<file path="src/rtl/pong_pkg.sv">
// ----------------------------------------------------------------------------
// pong_pkg
// Shared definitions for the Pong game sequencer:
//   - state_t  : sequencer state codes (also driven out on the debug port)
//   - text_t   : message-select codes for the text generator
//   - LIVES_DEFAULT / PAUSE_TICKS_DEFAULT : default game parameters
//   - BCD_W    : width of one BCD score digit
//   - TIMER_W  : width of the pause timer (holds up to 127 frame ticks)
// ----------------------------------------------------------------------------
package pong_pkg;

  typedef enum logic [1:0] {
    ST_NEWGAME = 2'b00,
    ST_PLAY    = 2'b01,
    ST_NEWBALL = 2'b10,
    ST_OVER    = 2'b11
  } state_t;

  typedef enum logic [1:0] {
    TXT_NONE  = 2'b00,
    TXT_START = 2'b01,
    TXT_READY = 2'b10,
    TXT_OVER  = 2'b11
  } text_t;

  localparam int LIVES_DEFAULT       = 3;
  localparam int PAUSE_TICKS_DEFAULT = 120;
  localparam int BCD_W               = 4;
  localparam int TIMER_W             = 7;

endpackage

</file>
<file path="src/rtl/pong_bcd_counter2.sv">
// ----------------------------------------------------------------------------
// pong_bcd_counter2
// Two-digit BCD up-counter. Each digit rolls 9 -> 0 and carries into the next;
// the tens digit rolls over too, so 99 + 1 gives 00.
// Ports:
//   clk  in   clock
//   rst  in   asynchronous active-high reset, clears both digits
//   clr  in   synchronous clear (has priority over inc)
//   inc  in   add one this cycle
//   d1   out  tens digit
//   d0   out  units digit
// ----------------------------------------------------------------------------
module pong_bcd_counter2 (
  input  logic                      clk,
  input  logic                      rst,
  input  logic                      clr,
  input  logic                      inc,
  output logic [pong_pkg::BCD_W-1:0] d1,
  output logic [pong_pkg::BCD_W-1:0] d0
);
  import pong_pkg::*;

  localparam int NDIG = 2;

  // carry[i] is high when digit i steps this cycle
  logic [NDIG-1:0]            carry;
  logic [NDIG-1:0][BCD_W-1:0] digit;

  assign carry[0] = inc;

  genvar gi;
  generate
    for (gi = 0; gi < NDIG; gi++) begin : g_digit
      logic [BCD_W-1:0] digit_reg;
      logic             at_nine;

      assign at_nine = (digit_reg == BCD_W'(9));

      always_ff @(posedge clk or posedge rst) begin
        if (rst) begin
          digit_reg <= '0;
        end else if (clr) begin
          digit_reg <= '0;
        end else if (carry[gi]) begin
          digit_reg <= at_nine ? '0 : digit_reg + BCD_W'(1);
        end
      end

      assign digit[gi] = digit_reg;

      // The top digit simply wraps; only lower digits feed a carry onward.
      if (gi < NDIG - 1) begin : g_carry
        assign carry[gi+1] = carry[gi] & at_nine;
      end
    end
  endgenerate

  assign d0 = digit[0];
  assign d1 = digit[1];

endmodule

</file>
<file path="src/rtl/pong_game_ctrl.sv">
// ----------------------------------------------------------------------------
// pong_game_ctrl
// Game sequencer for the Pong datapath: counts balls and score, times the
// pause after a miss / game over with the frame tick, and freezes or
// re-serves the graphics animator.
// Configuration macro: PONG_SCORE_EN -- when defined the BCD score counter is
// built; when undefined the score outputs are tied to 0 and hit is ignored.
// Ports:
//   clk          in   clock
//   rst          in   asynchronous active-high reset
//   refr_tick    in   one-cycle pulse per frame
//   btn[1:0]     in   buttons, any bit set = serve/start
//   hit          in   ball bounced off paddle (pulse)
//   miss         in   ball passed paddle (pulse)
//   gra_still    out  freeze animator
//   ball_reload  out  one-cycle pulse on the first cycle of PLAY
//   text_sel     out  message select (none/start/ready/over)
//   balls_left   out  balls remaining including the one in play
//   score_d1/d0  out  BCD score, tens/units
//   state        out  current state code
// ----------------------------------------------------------------------------
module pong_game_ctrl #(
  parameter int LIVES       = pong_pkg::LIVES_DEFAULT,
  parameter int PAUSE_TICKS = pong_pkg::PAUSE_TICKS_DEFAULT
) (
  input  logic                       clk,
  input  logic                       rst,
  input  logic                       refr_tick,
  input  logic [1:0]                 btn,
  input  logic                       hit,
  input  logic                       miss,
  output logic                       gra_still,
  output logic                       ball_reload,
  output logic [1:0]                 text_sel,
  output logic [1:0]                 balls_left,
  output logic [pong_pkg::BCD_W-1:0] score_d1,
  output logic [pong_pkg::BCD_W-1:0] score_d0,
  output logic [1:0]                 state
);
  import pong_pkg::*;

  localparam logic [1:0]         LIVES_INIT = 2'(LIVES);
  localparam logic [TIMER_W-1:0] PAUSE_INIT = TIMER_W'(PAUSE_TICKS);

  state_t             state_reg, state_next;
  logic [TIMER_W-1:0] timer_reg, timer_next;
  logic [1:0]         balls_left_reg, balls_left_next;
  logic               ball_reload_reg, ball_reload_next;
  logic               serve;
  logic               timer_zero;

  assign serve      = |btn;
  assign timer_zero = (timer_reg == '0);

  // -------------------------------------------------------------- state reg
  always_ff @(posedge clk or posedge rst) begin
    if (rst) begin
      state_reg <= ST_NEWGAME;
    end else begin
      state_reg <= state_next;
    end
  end

  // ------------------------------------------------------------- next state
  always_comb begin
    state_next = state_reg;
    case (state_reg)
      ST_NEWGAME: if (serve) state_next = ST_PLAY;
      // balls_left of 1 here means this miss loses the last ball
      ST_PLAY:    if (miss) state_next = (balls_left_reg == 2'd1) ? ST_OVER : ST_NEWBALL;
      // Timer is checked, not a latched press: early presses are dropped
      ST_NEWBALL: if (timer_zero && serve) state_next = ST_PLAY;
      ST_OVER:    if (timer_zero) state_next = ST_NEWGAME;
      default:    state_next = ST_NEWGAME;
    endcase
  end

  // ---------------------------------------------------------- state decode
  always_comb begin
    gra_still = 1'b1;
    text_sel  = TXT_START;
    case (state_reg)
      ST_PLAY: begin
        gra_still = 1'b0;
        text_sel  = TXT_NONE;
      end
      ST_NEWBALL: text_sel = TXT_READY;
      ST_OVER:    text_sel = TXT_OVER;
      default:    ;
    endcase
  end

  // ----------------------------------------------------- datapath next values
  always_comb begin
    timer_next      = timer_reg;
    balls_left_next = balls_left_reg;
    case (state_reg)
      ST_NEWGAME: balls_left_next = LIVES_INIT;
      ST_PLAY: begin
        if (miss) begin
          balls_left_next = balls_left_reg - 2'd1;
          timer_next      = PAUSE_INIT;
        end
      end
      ST_NEWBALL: begin
        if (refr_tick && !timer_zero) timer_next = timer_reg - TIMER_W'(1);
      end
      ST_OVER: begin
        if (timer_zero) begin
          balls_left_next = LIVES_INIT;
        end else if (refr_tick) begin
          timer_next = timer_reg - TIMER_W'(1);
        end
      end
      default: ;
    endcase
  end

  // Registered so the pulse lands on the first PLAY cycle and never depends
  // combinationally on btn.
  assign ball_reload_next = (state_next == ST_PLAY) && (state_reg != ST_PLAY);

  always_ff @(posedge clk or posedge rst) begin
    if (rst) begin
      timer_reg       <= '0;
      balls_left_reg  <= LIVES_INIT;
      ball_reload_reg <= 1'b0;
    end else begin
      timer_reg       <= timer_next;
      balls_left_reg  <= balls_left_next;
      ball_reload_reg <= ball_reload_next;
    end
  end

  // ------------------------------------------------------------------ score
`ifdef PONG_SCORE_EN
  logic score_clr;
  logic score_inc;

  // Cleared while waiting for a game and on the OVER -> NEWGAME step, so the
  // first NEWGAME cycle already shows 00. A miss in the same cycle wins.
  assign score_clr = (state_reg == ST_NEWGAME) || ((state_reg == ST_OVER) && timer_zero);
  assign score_inc = (state_reg == ST_PLAY) && hit && !miss;

  pong_bcd_counter2 u_score (
    .clk (clk),
    .rst (rst),
    .clr (score_clr),
    .inc (score_inc),
    .d1  (score_d1),
    .d0  (score_d0)
  );
`else
  logic unused_hit;
  assign unused_hit = hit;
  assign score_d1   = '0;
  assign score_d0   = '0;
`endif

  assign state       = state_reg;
  assign balls_left  = balls_left_reg;
  assign ball_reload = ball_reload_reg;

endmodule

</file>
<file path="config.mk">
export PLATFORM = sky130hd
export DESIGN_NAME = pong_game_ctrl
export DESIGN_NICKNAME = d
export VERILOG_FILES = /design/src/rtl/pong_pkg.sv /design/src/rtl/pong_bcd_counter2.sv /design/src/rtl/pong_game_ctrl.sv
export SDC_FILE = /design/constraint.sdc
export NUM_CORES = 1
export LEC_CHECK = 0
export ABC_CLOCK_PERIOD_IN_PS = 1900
export CAP_MARGIN = 25
export CORE_UTILIZATION = 42
export DETAILED_ROUTE_END_ITERATION = 8
export PLACE_DENSITY = 0.72
export SETUP_SLACK_MARGIN = 0.1
export SYNTH_ARGS = -nofsm -noshare
export SYNTH_HDL_FRONTEND = slang
export SYNTH_SLANG_ARGS = --single-unit
</file>
<file path="constraint.sdc">
create_clock -name clk -period 1.9 [get_ports clk]
set_clock_uncertainty 0.15 [all_clocks]
set_input_delay 0.57 -clock clk [delete_from_list [all_inputs] [get_ports clk]]
set_output_delay 0.57 -clock clk [all_outputs]
set_load 0.02 [all_outputs]
</file>
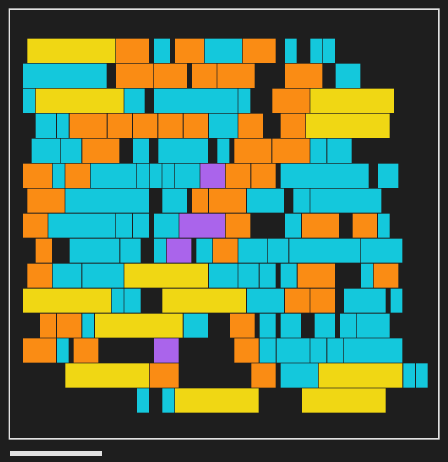
*Cell classes on the final placement, run 1*
Bar = 10 microns.
- orange: other buffers and delay cells (cells 45; share of their area 28%)
- purple: clock drivers and dummy loads (cells 4; share of their area 2.7%)
- yellow: flip-flops (cells 12; share of their area 22%)
- cyan: all other logic (cells 78; share of their area 47%)

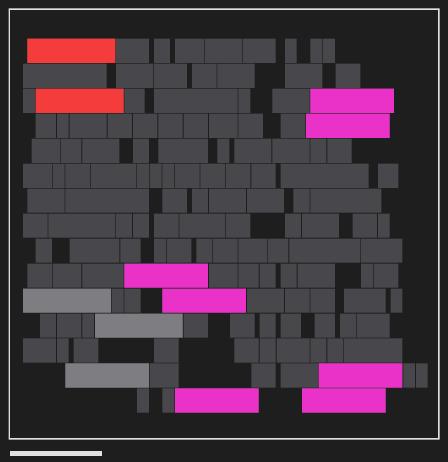
*Sequential cells grouped by signal name, run 1*
Bar = 10 microns. Other sequential cells in the stronger gray, the rest of the logic in the fainter gray.
- magenta: `timer_reg` (flops 7)
- red: `state` (flops 2)

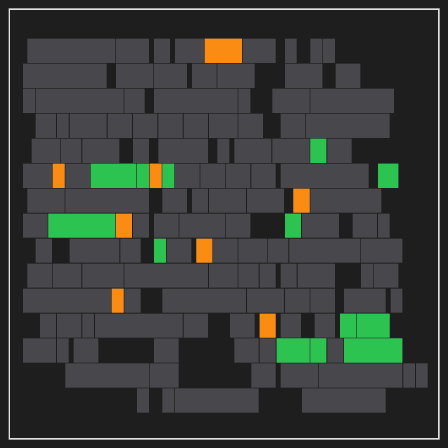
*Gate-type map, run 1*
- orange: NOR gates (cells 8; most used nor3_1)
- green: NAND gates (cells 13; most used nand3_1)

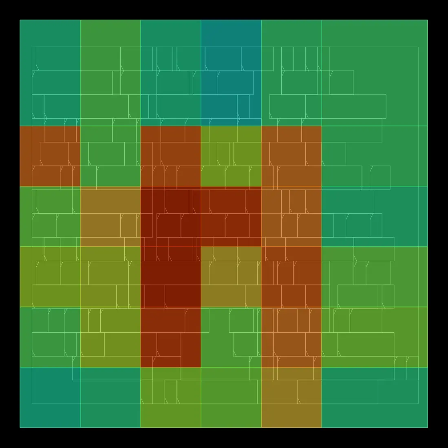
*Track usage over the die, run 1*
final core occ: 0.776
Most Crowded Layer GR: met2
GR Util met2: 0.378

==> results.json, run 1 <==
{
  "outcome": "complete, but fails checks",
  "violations": "negative setup slack",
  "slew_headroom": 0.663,
  "synth-edff-count": 0,
  "vias": 863,
  "yosys.area.top_type_share": 0.299,
  "synthAoiAreaFrac": 0.178,
  "rsz0062_at_grt": "true",
  "rr_worst_depth": 5,
  "hold_viol": 0,
  "cp.depth": 5,
  "max_stage_delay_ns": 0.59,
  "ir_drop_uv": 1390,
  "diodes": 0,
  "holdPathEnd": "balls_left[1]",
  "period_needed_ns": 1.99,
  "met2_length_microns": 1250,
  "xor_area_frac": 0,
  "synth.area.mux_share": 0.0180,
  "cts_tree": "yes",
  "ff2ff_setup_slack_ns": -0.09,
  "cpMaxStageDelayCell": "or4_4",
  "drcViolationCount": 0,
  "worst_pin_slew_ns": 0.504,
  "holdWs_ns": 0.379,
  "wire_per_inst_microns": 14.1,
  "layout_top_cell": "buf_4",
  "post-place-cells": 151,
  "top_cell": "inv_1",
  "clk_latency_ns": 0.28,
  "place_congestion": 0.846,
  "whs_path_depth": 1,
  "vias_per_cell": 5.26,
  "post-route-period-util": 1.05,
  "syn-mean-instance-area_sq_um": 8.99,
  "postRouteWirelength_microns": 2320,
  "fmax_mhz": 502,
  "ios": 23,
  "cp-end-kind": "flop",
  "top_cells_by_count": "inv_1 (11), dfrtp_1 (10), buf_4 (8)",
  "dr.max_layer_used": "met4",
  "topCellsByArea": "dfrtp_1 (30%), ha_1 (10%), buf_4 (7.2%), dfstp_2 (6.3%), inv_1 (4.9%)",
  "drive_gt1_frac": 0.489,
  "clock_path_buffers": 2,
  "finalSetupTns_ns": -0.392,
  "antenna_found_initial": 0,
  "area_delta_synth_final_pct": 67.2,
  "globalRouteOverflowTotal": 0,
  "grt_max_degree": 13,
  "cts_hold_buf": 0,
  "synth-simple-area-share": 0.199,
  "hpwl_microns": 1380,
  "yosys-stat-area_sq_um": 836,
  "drv_slew": 0,
  "nets": 154,
  "r2r-start": "timer_reg[2]",
  "synth.largest_area_cell": "dfrtp_1",
  "place_ws_ns": -0.283,
  "pwr_density_cell_nw_per_um2": 1720,
  "path_max_fanout": 5,
  "cts.sinks": 12,
  "met1_length_microns": 929,
  "die_area_sq_um": 2170,
  "critPathBufInv": 1,
  "finalSetupViolCount": 11,
  "lay_top_cells": "buf_4 (23), buf_6 (12), conb_1 (8), dfrtp_1 (8), inv_1 (7)",
  "fp.dieH_microns": 46.6,
  "hp-start": "balls_left[1]",
  "worst_path_dominant_cell_family": "simple AND/OR/NAND/NOR gates",
  "drt_iter0_markers": 17,
  "setup_ws_ns": -0.0911,
  "start_kind": "flop",
  "drv_cap": 0,
  "dieWidth_microns": 46.6,
  "fp_util": 0.464,
  "coreArea_sq_um": 1800,
  "cp.arrival_ns": 2.02,
  "syn_area_sq_um": 836,
  "async_reset_ff_frac": 1.00,
  "finalNonFillerCells": 164,
  "ant_nets": 0,
  "first_global_vias": 787,
  "ys_types": 25,
  "worstPathRequired_ns": 1.93,
  "flop_cell": "dfrtp_1",
  "r2r_end": "ball_reload",
  "critPathLaunch": "timer_reg[2]",
  "ys_cells": 93,
  "tool_warnings": 34,
  "timing.critical_path.mode_cell": "o211ai_1",
  "wl_met3_microns": 110,
  "hp-class": "reg2reg",
  "postCtsSetupRepairBufs": 3,
  "worst-setup-path-type": "reg2reg",
  "cts_inserted_buffers": 3,
  "synth_seq_share": 0.362,
  "adder_share": 0.105,
  "synth_warnings": 0,
  "track_usage": 0.226,
  "cts_resized": 47,
  "cts_root_buf": "clkbuf_4",
  "portBuffers": 13,
  "ys.flops": 12,
  "ys_top_logic_family": "simple AND/OR/NAND/NOR gates",
  "placed_cell_area_sq_um": 1130,
  "htreeDepth": 1,
  "p_leak_nw": 0.632,
  "largest_reg_flops": 7,
  "endpoint": "ball_reload",
  "crit_chain": "or4_4 > buf_6 > o211ai_1 > o211ai_1 > nor3_1",
  "clk_pin_slew_ns": 0.08,
  "dr.pass1.iters": 4,
  "final_area_sq_um": 1400,
  "grt_pass1_wl_microns": 3370,
  "fp-row-count": 15,
  "netlist_instances": 93,
  "finalPower_w": 0.00240
}
run 1: kinds of logic after synthesis:
logic type / count (synthesis)
AOI/OAI and AO/OA: 22
adders and majority gates: 7
buffers and inverters: 21
DFF: 12
muxes: 1
other: 1
and+or+nand+nor: 29
run 1: area by class of cell:
class,instances,area [sq um]
repair buffers,45,389
multi-input cells,67,587
flip-flops and latches,12,305
clock buffers,4,36.3
well taps,25,31.3
fillers,113,404
inverters,11,48.8
run 1: layer usage:
layer,track usage,up-vias
li1,-,407
met1,0.271,413
met2,0.378,37
met3,0.0471,6
met4,0.114,0
met5,0,-
run 1: report_power, final:
group          switching, W  internal [W]  leakage (nW)
Sequential        0.0000808      0.000354         0.134
Combinational      0.000886      0.000861         0.477
Clock              0.000100      0.000116        0.0210
Total               0.00107       0.00133         0.632
### Routed metal, one color a layer, run 1

Bar = 10 microns. Only two layers are drawn.
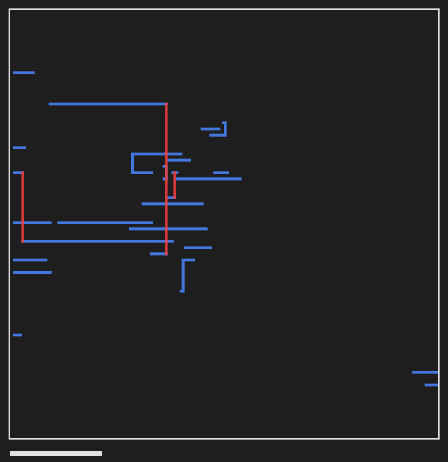

==> inputs of run 2 (changes only) <==
CORE_UTILIZATION = 45   (was 42)
DONT_BUFFER_PORTS = 1   (was not set)
PLACE_DENSITY = 0.6   (was 0.72)
SLEW_MARGIN = 30   (was not set)
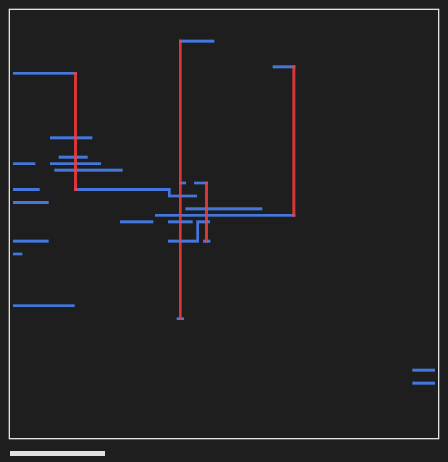
*Routed metal, one color a layer, run 2*
Bar = 10 microns. Only two layers are drawn.
- red: met4 (wire length 63.2 microns)
- blue: met3 (wire length 103 microns)

==> results.json, run 2 <==
{
  "tool_warnings": 34,
  "vias": 806,
  "async_reset_ff_frac": 1.00,
  "htreeDepth": 1,
  "finalSetupTns_ns": -0.312,
  "yosys-stat-area_sq_um": 836,
  "finalPower_w": 0.00216,
  "track_usage": 0.231,
  "post-route-period-util": 1.04,
  "drcViolationCount": 0,
  "r2r-start": "timer_reg[4]",
  "topCellsByArea": "dfrtp_1 (30%), ha_1 (10%), buf_4 (7.2%), dfstp_2 (6.3%), inv_1 (4.9%)",
  "nets": 135,
  "buffers": 26,
  "finalNonFillerCells": 145,
  "hpwl_microns": 1260,
  "syn_area_sq_um": 836,
  "p_leak_nw": 0.545,
  "p_switching_w": 0.00100,
  "diodes": 0,
  "cts_root_buf": "clkbuf_4",
  "die_area_sq_um": 2030,
  "start_kind": "flop",
  "pg_clk_w": 0.000211,
  "fp-row-count": 15,
  "logic_gates": 67,
  "wire_per_inst_microns": 15.2,
  "cp.arrival_ns": 1.25,
  "clock_buffers": 4,
  "ys.flops": 12,
  "coreArea_sq_um": 1730,
  "n_tap_cell": 25,
  "first_global_vias": 726,
  "period_needed_ns": 1.97,
  "pwr_density_cell_nw_per_um2": 1800,
  "cts.sinks": 12,
  "grt_pass1_wl_microns": 3260,
  "outcome": "complete, but fails checks",
  "yosys.area.top_type_share": 0.299,
  "postRouteWirelength_microns": 2210,
  "fmax_mhz": 507,
  "top_cells_by_count": "inv_1 (11), dfrtp_1 (10), buf_4 (8)",
  "finalSetupViolCount": 7,
  "p_seq_w": 0.000482,
  "flop_cell": "dfrtp_1",
  "swShare": 0.464,
  "ys_types": 25,
  "pwr-share-clk": 0.098,
  "rr_worst_depth": 5,
  "sh_seq_area": 0.254,
  "internal-power_w": 0.00116,
  "setup_ws_ns": -0.0725,
  "ff_count": 12,
  "inverters": 11,
  "hp-class": "in2async",
  "fp.dieH_microns": 45.1,
  "drv_slew": 0,
  "clk_pin_slew_ns": 0.08,
  "placed_cell_area_sq_um": 931,
  "power.largest_group": "combinational cells",
  "seqPwrFrac": 0.223,
  "portBuffers": 0,
  "ios": 23,
  "antenna_found_initial": 0,
  "hold_viol": 0,
  "critPathLaunch": "state[0]",
  "cp-end-kind": "primary output",
  "grt_max_degree": 13,
  "combPwrFrac": 0.679,
  "netlist_instances": 93,
  "worstPathRequired_ns": 1.18,
  "endpoint": "text_sel[1]",
  "ir_drop_uv": 1000,
  "post-place-cells": 129,
  "drt_iter0_markers": 22,
  "largest_reg_flops": 7,
  "drive_gt1_frac": 0.475,
  "ant_nets": 0,
  "rsz0062_at_grt": "true",
  "cts_resized": 29,
  "largest_cell_class": "multi-input combinational cells",
  "r2r_end": "ball_reload",
  "path_max_fanout": 4,
  "nonClkBufAreaFrac": 0.181,
  "layout_top_cell": "buf_4",
  "clock_path_buffers": 2,
  "dr.pass1.iters": 4,
  "cts_hold_buf": 0,
  "ys_cells": 93,
  "lay_top_cells": "buf_4 (20), conb_1 (8), dfrtp_1 (8)",
  "fp_util": 0.484,
  "cts_inserted_buffers": 3,
  "synth_seq_share": 0.362,
  "place_congestion": 0.750,
  "cp.depth": 5,
  "clock_area_frac": 0.0302,
  "ff2ff_setup_slack_ns": -0.06,
  "holdWs_ns": 0.0374,
  "crit_chain": "inv_4 > ha_4 > nor2_4 > inv_2 > buf_6",
  "synth-edff-count": 0,
  "violations": "negative setup slack"
}
-- run 2: cell count changes in the layout (fill, tap and decap cells not counted), moves of 3 or more --
cell,delta
buf_6,-6
buf_2,-3
dlygate4sd2_1,-3
buf_4,-3
clkdlybuf4s50_1,-4
-- run 2: cells by family after synthesis --
group                    count (synthesis)  synth area share
AND-OR/OR-AND                           22             0.178
adder cells (fa/ha/maj)                  7             0.105
buffers and inverters                   21             0.133
flip-flops                              12             0.362
multiplexers                             1            0.0180
other                                    1           0.00449
AND/OR/NAND/NOR                         29             0.199
-- run 2: metal layers --
layer  up-vias  track usage  part of all wire  routed length (microns)
li1        374            -                 -                        -
met1       390        0.264              0.41                      899
met2        33        0.394              0.52                     1140
met3         9       0.0440             0.046                      102
met4         0        0.139             0.029                       63
met5         -            0                 0                        0
### Sequential cells grouped by signal name, run 2

Bar = 10 microns. Other sequential cells in the stronger gray, the rest of the logic in the fainter gray.
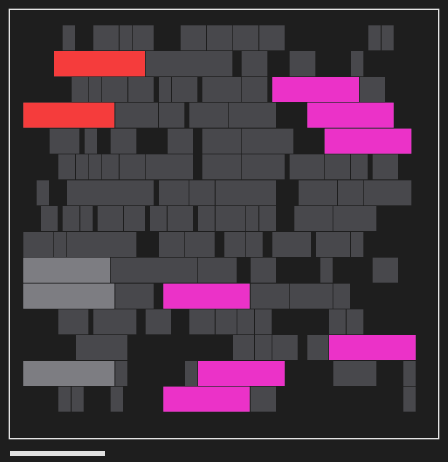

==> inputs of run 3 (changes only) <==
GPL_TIMING_DRIVEN = 1   (was not set)
REMOVE_ABC_BUFFERS = 1   (was not set)
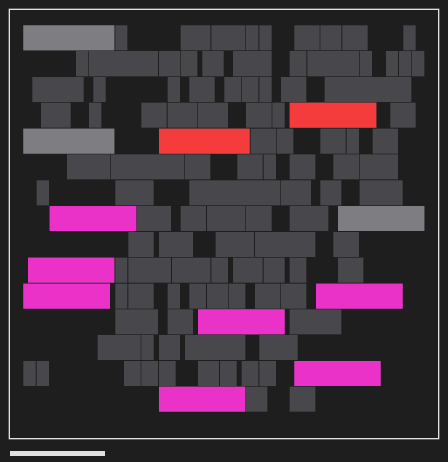
*Sequential cells grouped by signal name, run 3*
Bar = 10 microns. Other sequential cells in the stronger gray, the rest of the logic in the fainter gray.
- magenta: `timer_reg` (flops 7)
- red: `state` (flops 2)
- not colored: 3
flop share of the area: 0.266
Flop area: 304 sq um

==> results.json, run 3 <==
{
  "cp.arrival_ns": 1.99,
  "seqPwrFrac": 0.225,
  "synthAoiAreaFrac": 0.178,
  "wl_met3_microns": 110,
  "lay_top_cells": "buf_4 (16), dfrtp_1 (9), conb_1 (8), inv_1 (6), o21ai_0 (5)",
  "cts_root_buf": "clkbuf_4",
  "rsz0062_at_grt": "true",
  "cts.sinks": 12,
  "cts_tree": "yes",
  "postCtsSetupRepairBufs": 6,
  "yosys.area.top_type_share": 0.299,
  "pg_clk_w": 0.000177,
  "p_seq_w": 0.000454,
  "p_switching_w": 0.000968,
  "async_reset_ff_frac": 1.00,
  "drv_cap": 0,
  "largest_reg_flops": 7,
  "wire_per_inst_microns": 14.5,
  "fp.dieH_microns": 45.1,
  "grt_max_degree": 13,
  "grt_pass1_wl_microns": 3110,
  "place_ws_ns": -0.0643,
  "power.largest_group": "combinational cells",
  "fp_util": 0.484,
  "path_max_fanout": 4,
  "syn-mean-instance-area_sq_um": 8.99,
  "finalPower_w": 0.00202,
  "post-place-cells": 127,
  "r2r-start": "timer_reg[4]",
  "finalSetupViolCount": 5,
  "top_cell": "inv_1",
  "synth-simple-area-share": 0.199,
  "xor_area_frac": 0,
  "clk_pin_slew_ns": 0.09,
  "portBuffers": 0,
  "use_met2": 0.316,
  "ir_drop_uv": 874,
  "swShare": 0.480,
  "start_kind": "flop",
  "period_needed_ns": 1.94,
  "vias_per_cell": 5.52,
  "clk_latency_ns": 0.28,
  "top_cells_by_count": "inv_1 (11), dfrtp_1 (10), buf_4 (8)",
  "drv_slew": 0,
  "powerComb_w": 0.00138,
  "postRouteWirelength_microns": 2020,
  "yosys-stat-area_sq_um": 836,
  "first_global_vias": 671,
  "pwr-share-clk": 0.088,
  "ys.flops": 12,
  "worstPathRequired_ns": 1.96,
  "drive_gt1_frac": 0.439,
  "r2r_end": "balls_left[0]",
  "htreeDepth": 1,
  "violations": "negative setup slack",
  "synth-edff-count": 0,
  "place_congestion": 0.739,
  "worst-setup-path-type": "reg2reg",
  "pwr_density_cell_nw_per_um2": 1770,
  "met3_usage": 0.0240,
  "netlist_instances": 93,
  "area_delta_synth_final_pct": 36.5,
  "ys_top_logic_family": "simple AND/OR/NAND/NOR gates",
  "synth_seq_share": 0.362,
  "layout_top_cell": "buf_4",
  "diodes": 0,
  "finalSetupTns_ns": -0.136,
  "track_usage": 0.217,
  "flop_cell": "dfrtp_1",
  "placed_cell_area_sq_um": 913,
  "nets": 129,
  "finish.utilization": 0.661,
  "die_area_sq_um": 2030,
  "setup_ws_ns": -0.0353,
  "globalRouteOverflowTotal": 0,
  "antenna_found_initial": 0,
  "ant_nets": 0,
  "hold_viol": 0,
  "cts_inserted_buffers": 3,
  "combPwrFrac": 0.687,
  "dr.max_layer_used": "met4",
  "rr_worst_depth": 4,
  "clock_path_buffers": 2,
  "synth_warnings": 0,
  "holdWs_ns": 0.0300,
  "outcome": "complete, but fails checks",
  "cp-end-kind": "flop",
  "coreArea_sq_um": 1730,
  "hpwl_microns": 1290,
  "adder_share": 0.105,
  "grt.busiest_layer": "met1",
  "drt_iter0_markers": 23,
  "internal-power_w": 0.00105,
  "p_leak_nw": 0.496,
  "synth.area.mux_share": 0.0180,
  "dr.pass1.iters": 5,
  "met2_length_microns": 975,
  "dieWidth_microns": 45.1,
  "finalNonFillerCells": 139,
  "cts_hold_buf": 0,
  "final_area_sq_um": 1140,
  "met1_length_microns": 902,
  "tool_warnings": 32,
  "topCellsByArea": "dfrtp_1 (30%), ha_1 (10%), buf_4 (7.2%), dfstp_2 (6.3%), inv_1 (4.9%)",
  "cts_resized": 14,
  "ios": 23,
  "ff2ff_setup_slack_ns": -0.04,
  "ys_types": 25,
  "fp-row-count": 15,
  "post-route-period-util": 1.02,
  "synth.largest_area_cell": "dfrtp_1",
  "drcViolationCount": 0,
  "vias": 767,
  "hp-class": "in2async",
  "syn_area_sq_um": 836,
  "fmax_mhz": 517,
  "grt_use_met1": 0.323,
  "ys_cells": 93
}
run 3: final cells by class:
type	count	area [sq um]
Fill cell	143	586
Multi-Input combinational cell	67	566
Sequential cell	12	304
Timing Repair Buffer	20	165
Inverter	11	48.8
Tap cell	25	31.3
Clock buffer	4	26.3
run 3: worst max-delay path, cell delays in order (launching register included):
cell	delay, ns
dfrtp_1	0.39
or4_4	0.55
o31a_1	0.35
nand3b_4	0.17
mux2_4	0.25
run 3: worst max path at each step:
| stage | startpoint | to | depth (start not counted) |
|---|---|---|---|
| floorplan | state[1] | timer_reg[6] | 6 |
| global placement | timer_reg[4] | timer_reg[6] | 6 |
| detailed placement | timer_reg[4] | timer_reg[6] | 6 |
| CTS | timer_reg[4] | timer_reg[6] | 6 |
| global route | timer_reg[4] | state[0] | 4 |
| finish | timer_reg[4] | balls_left[0] | 4 |
Power figures rest on the tool's default switching activity, not on a simulated workload.
